--- src/rtl/ttl_decoder_scan_pkg.sv ---
// ttl_decoder_scan_pkg: shared helpers for the scanning decoder; supplies the PACK_ARRAY flattening macro
`ifndef PACK_ARRAY
`define PACK_ARRAY(W, N, SRC, DST) \
  for (genvar p = 0; p < (N); p++) begin : g_pack \
    assign DST[p*(W) +: (W)] = SRC[p]; \
  end
`endif

package ttl_decoder_scan_pkg;
  // True when a scan step from addr must return to 0 (last valid index or out of range)
  function automatic bit at_or_past_last(int addr, int width_out);
    return addr >= width_out - 1;
  endfunction
endpackage

--- src/rtl/ttl_decoder_scan_channel.sv ---
// ttl_decoder_scan_channel: one address register with inverted one-hot decode; blanking under TTL_DECODER_SCAN_BLANK_EN
module ttl_decoder_scan_channel
  import ttl_decoder_scan_pkg::*;
#(
  parameter int WIDTH_OUT = 4,
  parameter int WIDTH_IN  = $clog2(WIDTH_OUT)
) (
  input  logic                 Clk,
  input  logic                 Clear,
  input  logic                 Load,
  input  logic                 Scan,
  input  logic                 Enable_bar,
  input  logic [WIDTH_IN-1:0]  A,
  output logic [WIDTH_OUT-1:0] Y,
  output logic                 Wrap_stb
);
  logic [WIDTH_IN-1:0] addr_q, addr_d;
  logic                at_end;
  logic                blank_q;
  // Load beats Scan; a scan step from the last or any out-of-range address returns to 0
  always_comb begin
    at_end   = at_or_past_last(int'(addr_q), WIDTH_OUT);
    addr_d   = Load ? A : Scan ? (at_end ? '0 : addr_q + 1'b1) : addr_q;
    Wrap_stb = Scan && !Load && at_end;
  end
  // Address register with synchronous clear
  always_ff @(posedge Clk) addr_q <= Clear ? '0 : addr_d;
`ifdef TTL_DECODER_SCAN_BLANK_EN
  logic blank_d;
  // Blank for one cycle after any address write so outputs break before make
  always_comb blank_d = Load || Scan;
  // Blank register, cleared by Clear
  always_ff @(posedge Clk) blank_q <= Clear ? 1'b0 : blank_d;
`else
  assign blank_q = 1'b0;
`endif
  // Active-low one-hot decode; out-of-range addresses match no output
  always_comb
    for (int i = 0; i < WIDTH_OUT; i++)
      Y[i] = !(!Enable_bar && !blank_q && addr_q == WIDTH_IN'(i));
endmodule

--- src/rtl/ttl_decoder_scan.sv ---
// ttl_decoder_scan: BLOCKS scanning inverted decoders with channel-0 wrap pulse; optional blanking via TTL_DECODER_SCAN_BLANK_EN
module ttl_decoder_scan
  import ttl_decoder_scan_pkg::*;
#(
  parameter int BLOCKS     = 2,
  parameter int WIDTH_OUT  = 4,
  parameter int WIDTH_IN   = $clog2(WIDTH_OUT),
  parameter int DELAY_RISE = 0,
  parameter int DELAY_FALL = 0
) (
  input  logic                        Clk,
  input  logic                        Clear,
  input  logic [BLOCKS-1:0]           Load,
  input  logic                        Scan,
  input  logic [BLOCKS-1:0]           Enable_bar,
  input  logic [WIDTH_IN-1:0]         A,
  output logic [BLOCKS*WIDTH_OUT-1:0] Y_2D,
  output logic                        Wrap
);
  logic [WIDTH_OUT-1:0]        y_ch [BLOCKS];
  logic [BLOCKS*WIDTH_OUT-1:0] y_flat, y_rise, y_fall;
  logic                        wrap_stb0;
  logic                        wrap_q, wrap_d;
  for (genvar b = 0; b < BLOCKS; b++) begin : g_ch
    if (b == 0) begin : g_first
      ttl_decoder_scan_channel #(.WIDTH_OUT(WIDTH_OUT), .WIDTH_IN(WIDTH_IN)) u_ch (
        .Clk(Clk), .Clear(Clear), .Load(Load[b]), .Scan(Scan), .Enable_bar(Enable_bar[b]),
        .A(A), .Y(y_ch[b]), .Wrap_stb(wrap_stb0)
      );
    end else begin : g_rest
      ttl_decoder_scan_channel #(.WIDTH_OUT(WIDTH_OUT), .WIDTH_IN(WIDTH_IN)) u_ch (
        .Clk(Clk), .Clear(Clear), .Load(Load[b]), .Scan(Scan), .Enable_bar(Enable_bar[b]),
        .A(A), .Y(y_ch[b]), .Wrap_stb()
      );
    end
  end
  `PACK_ARRAY(WIDTH_OUT, BLOCKS, y_ch, y_flat)
  // Wrap follows channel 0's scan wrap strobe
  always_comb wrap_d = wrap_stb0;
  // Wrap pulse register with synchronous clear
  always_ff @(posedge Clk) wrap_q <= Clear ? 1'b0 : wrap_d;
  assign Wrap = wrap_q;
  // Rising bits take the rise-delayed copy, falling bits the fall-delayed copy
  assign #(DELAY_RISE) y_rise = y_flat;
  assign #(DELAY_FALL) y_fall = y_flat;
  assign Y_2D = (y_flat & y_rise) | (~y_flat & y_fall);
endmodule
--- config.mk ---
export PLATFORM = sky130hd
export DESIGN_NAME = ttl_decoder_scan
export DESIGN_NICKNAME = d
export VERILOG_FILES = /design/src/rtl/ttl_decoder_scan_pkg.sv /design/src/rtl/ttl_decoder_scan_channel.sv /design/src/rtl/ttl_decoder_scan.sv
export SDC_FILE = /design/constraint.sdc
export NUM_CORES = 1
export LEC_CHECK = 0
export CORE_UTILIZATION = 30
export DETAILED_ROUTE_END_ITERATION = 6
export HOLD_SLACK_MARGIN = 0.05
export SETUP_SLACK_MARGIN = 0.1
export SYNTH_ARGS = -nofsm -noshare
export SYNTH_HDL_FRONTEND = slang
export SYNTH_HIERARCHICAL = 1
export SYNTH_SLANG_ARGS = --single-unit --ignore-timing --ignore-initial --compat-mode --unroll-limit 50000
--- constraint.sdc ---
create_clock -name Clk -period 2.5 [get_ports Clk]
set_input_delay 0.25 -clock Clk [delete_from_list [all_inputs] [get_ports Clk]]
set_output_delay 0.25 -clock Clk [all_outputs]
set_load 0.05 [all_outputs]
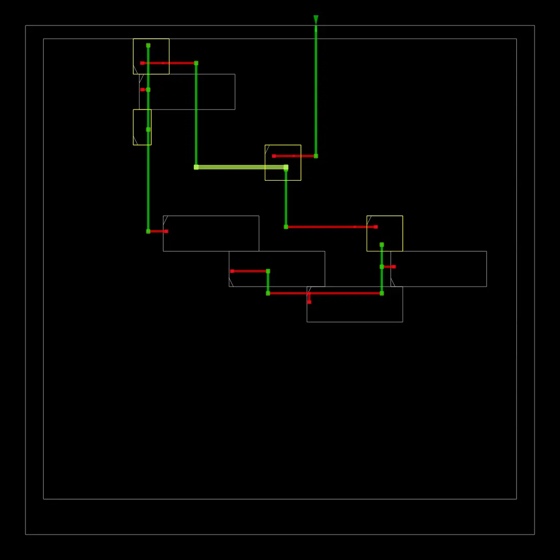
Figure 1: clock routing.
clock buffer instance count of the final layout: 4
number of clock buffers inserted by TritonCTS: 3
clock net sink count: 5
later-pin clock latency in the skew report: 0.24 ns
total number of sequential cells: 5

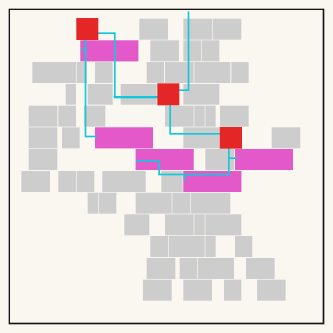
Figure 2: clock network drawn from the DEF.
Scale: 8 px per um.
clock drivers -> red  # count 3
flip-flops -> magenta  # count 5
clock wires -> cyan  # length 78.2 um
routed clock nets = 4
flops lie = centre

==> PnR_summary.wiki <==
== Implementation results ==
{| class="wikitable"
! Metric !! Value
|-
| Run status || completed
|-
| Endpoint of the worst setup timing path || Y_2D[6]
|-
| Total combinational power || 90.6 uW
|-
| Number of iterations in the first detailed-routing pass || 4
|-
| Initial antenna violation count || 0
|-
| Critical R2R Launch || g_ch[1].g_rest.u_ch/addr_q[0]
|-
| Detailed-routed wire length on met2 || 371 um
|-
| Most frequent logic cells in the routed design || sky130_fd_sc_hd__clkdlybuf4s50_1 (17), sky130_fd_sc_hd__nand2b_1 (10), sky130_fd_sc_hd__ha_1 (8), sky130_fd_sc_hd__inv_1 (6), sky130_fd_sc_hd__dfxtp_1 (5)
|-
| Worst-case reg-to-reg path depth || 3
|-
| Category of the critical setup timing path || register to output port
|-
| DIE WIDTH || 39.1 um
|-
| Sum of negative setup slack || 0 ns
|-
| Total detailed-routing wirelength || 759 um
|-
| Grt met1 use || 0.151
|-
| Non-Filler Cell Area, Final || 628 sq um
|-
| Height of the chip || 39.1 um
|-
| Layout overhead on the synthesized area || 52.1%
|-
| Count of cells resized by post-cts repair || 0
|-
| Fraction of layout instances using a drive strength above 1 || 0.0938
|-
| Max-cap viol count || 0
|-
| Total standard cell area after synthesis || 413 sq um
|-
| Bufs on Longest Clock Path || 2
|-
| Dpl ws || 0.567 ns
|-
| Vias per Instance || 4.52
|-
| Row count || 13
|-
| Hold Buf Count CTS || 0
|-
| CTS tree || done
|-
| Clock Network Area Fraction || 0.0418
|-
| Signal buf overhead || 0.271
|-
| Fraction of power consumed by the clock network || 0.337
|-
| Smallest hold slack || 0.585 ns
|-
| Placed cell area || 602 sq um
|-
| CP Capture Type || output port
|-
| Number of standard cells in the layout, taps in and fillers out || 79
|-
| Endpoint of the most critical register-to-register path || g_ch[1].g_rest.u_ch/addr_q[0]
|-
| Logic cell area || 290 sq um
|-
| RSZ-0062 raised after global routing || false
|-
| Std-Cell Core Area || 1280 sq um
|-
| Setup crit start || g_ch[1].g_rest.u_ch/addr_q[0]
|-
| Fraction of area in multi-input gates || 0.462
|-
| Setup repair bufs after CTS || 0
|-
| Final WS setup || 0.467 ns
|-
| H-tree depth || 1
|-
| Power drawn by the clock network || 92.8 uW
|-
| Mean cell area of the mapped netlist || 9.60 sq um
|-
| Critical path required time || 2.25 ns
|-
| Number of top-level pins || 18
|-
| Multi-input combinational gate total || 32
|-
| Highest-count logic cell in the final layout || sky130_fd_sc_hd__clkdlybuf4s50_1
|-
| Cell count of the worst hold path || 2
|-
| Worst-path fanout max || 5
|-
| Power density over the cells || 438 nW/um^2
|-
| PortBufs || 17
|-
| Wire length on met1 || 372 um
|-
| Register-to-register setup slack || 1.23 ns
|-
| Largest voltage drop on the vdd net || 200 uV
|-
| Well tap count || 15
|-
| Count of tool warnings || 32
|-
| Cell kind with the greatest summed area || logic gates
|-
| Switch share || 0.322
|-
| RD Place Congestion || 0.653
|-
| Cell at the slowest stage of the critical path || sky130_fd_sc_hd__clkdlybuf4s50_1
|-
| Flip-flop and latch power || 91.9 uW
|-
| Detailed-placement wirelength estimate || 624 um
|-
| Residual DRC count || 0
|-
| Headroom to the max-slew limit || 0.655
|-
| Comb power frac || 0.329
|-
| Buf+Inv Stages, Crit Path || 2
|-
| WL/cell || 9.61 um
|-
| Peak per-stage delay on the critical path || 0.80 ns
|-
| First-pass GRT wire length || 1150 um
|-
| Largest clock skew in the final design || 0.000120 ns
|-
| Total instance count after detailed placement || 75
|-
| Fraction of the core area covered by cells at the end of the flow || 0.489
|-
| Pin count of the biggest net entering global routing || 8
|-
| Total track usage || 0.112
|-
| Residual antenna-violating net count after detailed routing || 0
|-
| Vias after detailed routing || 357
|-
| # setup viols final || 0
|-
| Post-layout min period || 2.03 ns
|-
| Leading power group || clock
|-
| Clock tree root buffer cell || sky130_fd_sc_hd__clkbuf_4
|-
| Floorplan core density || 0.321
|-
| Top Family by Delay on Critical Path || buffers and inverters
|-
| Sequential cell area || 100 sq um
|-
| Overall power || 275 uW
|-
| Arrival time at the worst endpoint || 1.78 ns
|-
| Gate count after technology mapping || 43
|-
| Fillers || 125
|-
| Highest metal used || met3
|-
| Routed length on met3 || 15 um
|-
| Internal power || 187 uW
|-
| Final antenna diode count || 0
|-
| GR met3 Demand/Resource || 0.0520
|-
| Transition at the pin with the smallest max-transition slack || 0.517 ns
|-
| GRT busiest layer || met2
|-
| Tightest Hold Check Type || register to register
|-
| # nets final || 82
|-
| Fin. max-slew vios || 0
|-
| Bufs w/o clock || 17
|-
| Static Leakage || 0.000269 uW
|-
| Max Freq || 0.492 GHz
|-
| Period Utilization, post-route || 0.813
|-
| Mapped Nets || 60
|-
| Starting DRT DRC Count || 6
|-
| Clock transition time at the flip-flop clock pins of the worst setup and hold paths || 0.04 ns
|-
| Capture endpoint of the worst hold path || g_ch[0].g_first.u_ch/addr_q[0]
|-
| Via count of the first global-routing pass || 271
|-
| Critical path depth in cells || 4
|-
| Synth warnings || 6
|-
| Origin of the worst min-delay path || g_ch[0].g_first.u_ch/addr_q[0]
|-
| Hold Violations, Final || 0
|-
| Sw Pwr || 88.6 uW
|-
| Total die area || 1530 sq um
|-
| Invs w/o clock || 6
|}
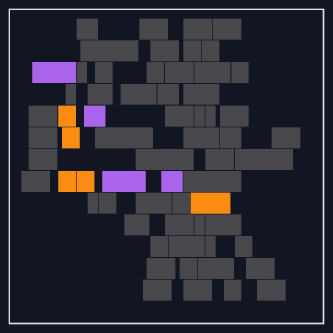
Figure 3: gate families picked out.
Scale: 8 px per um.
inverting AOI/OAI gates -> purple  # cells 4
NOR gates -> orange  # cells 5, most used nor2b_1, where west

Power figures rest on the tool's default switching activity, not on a simulated workload.
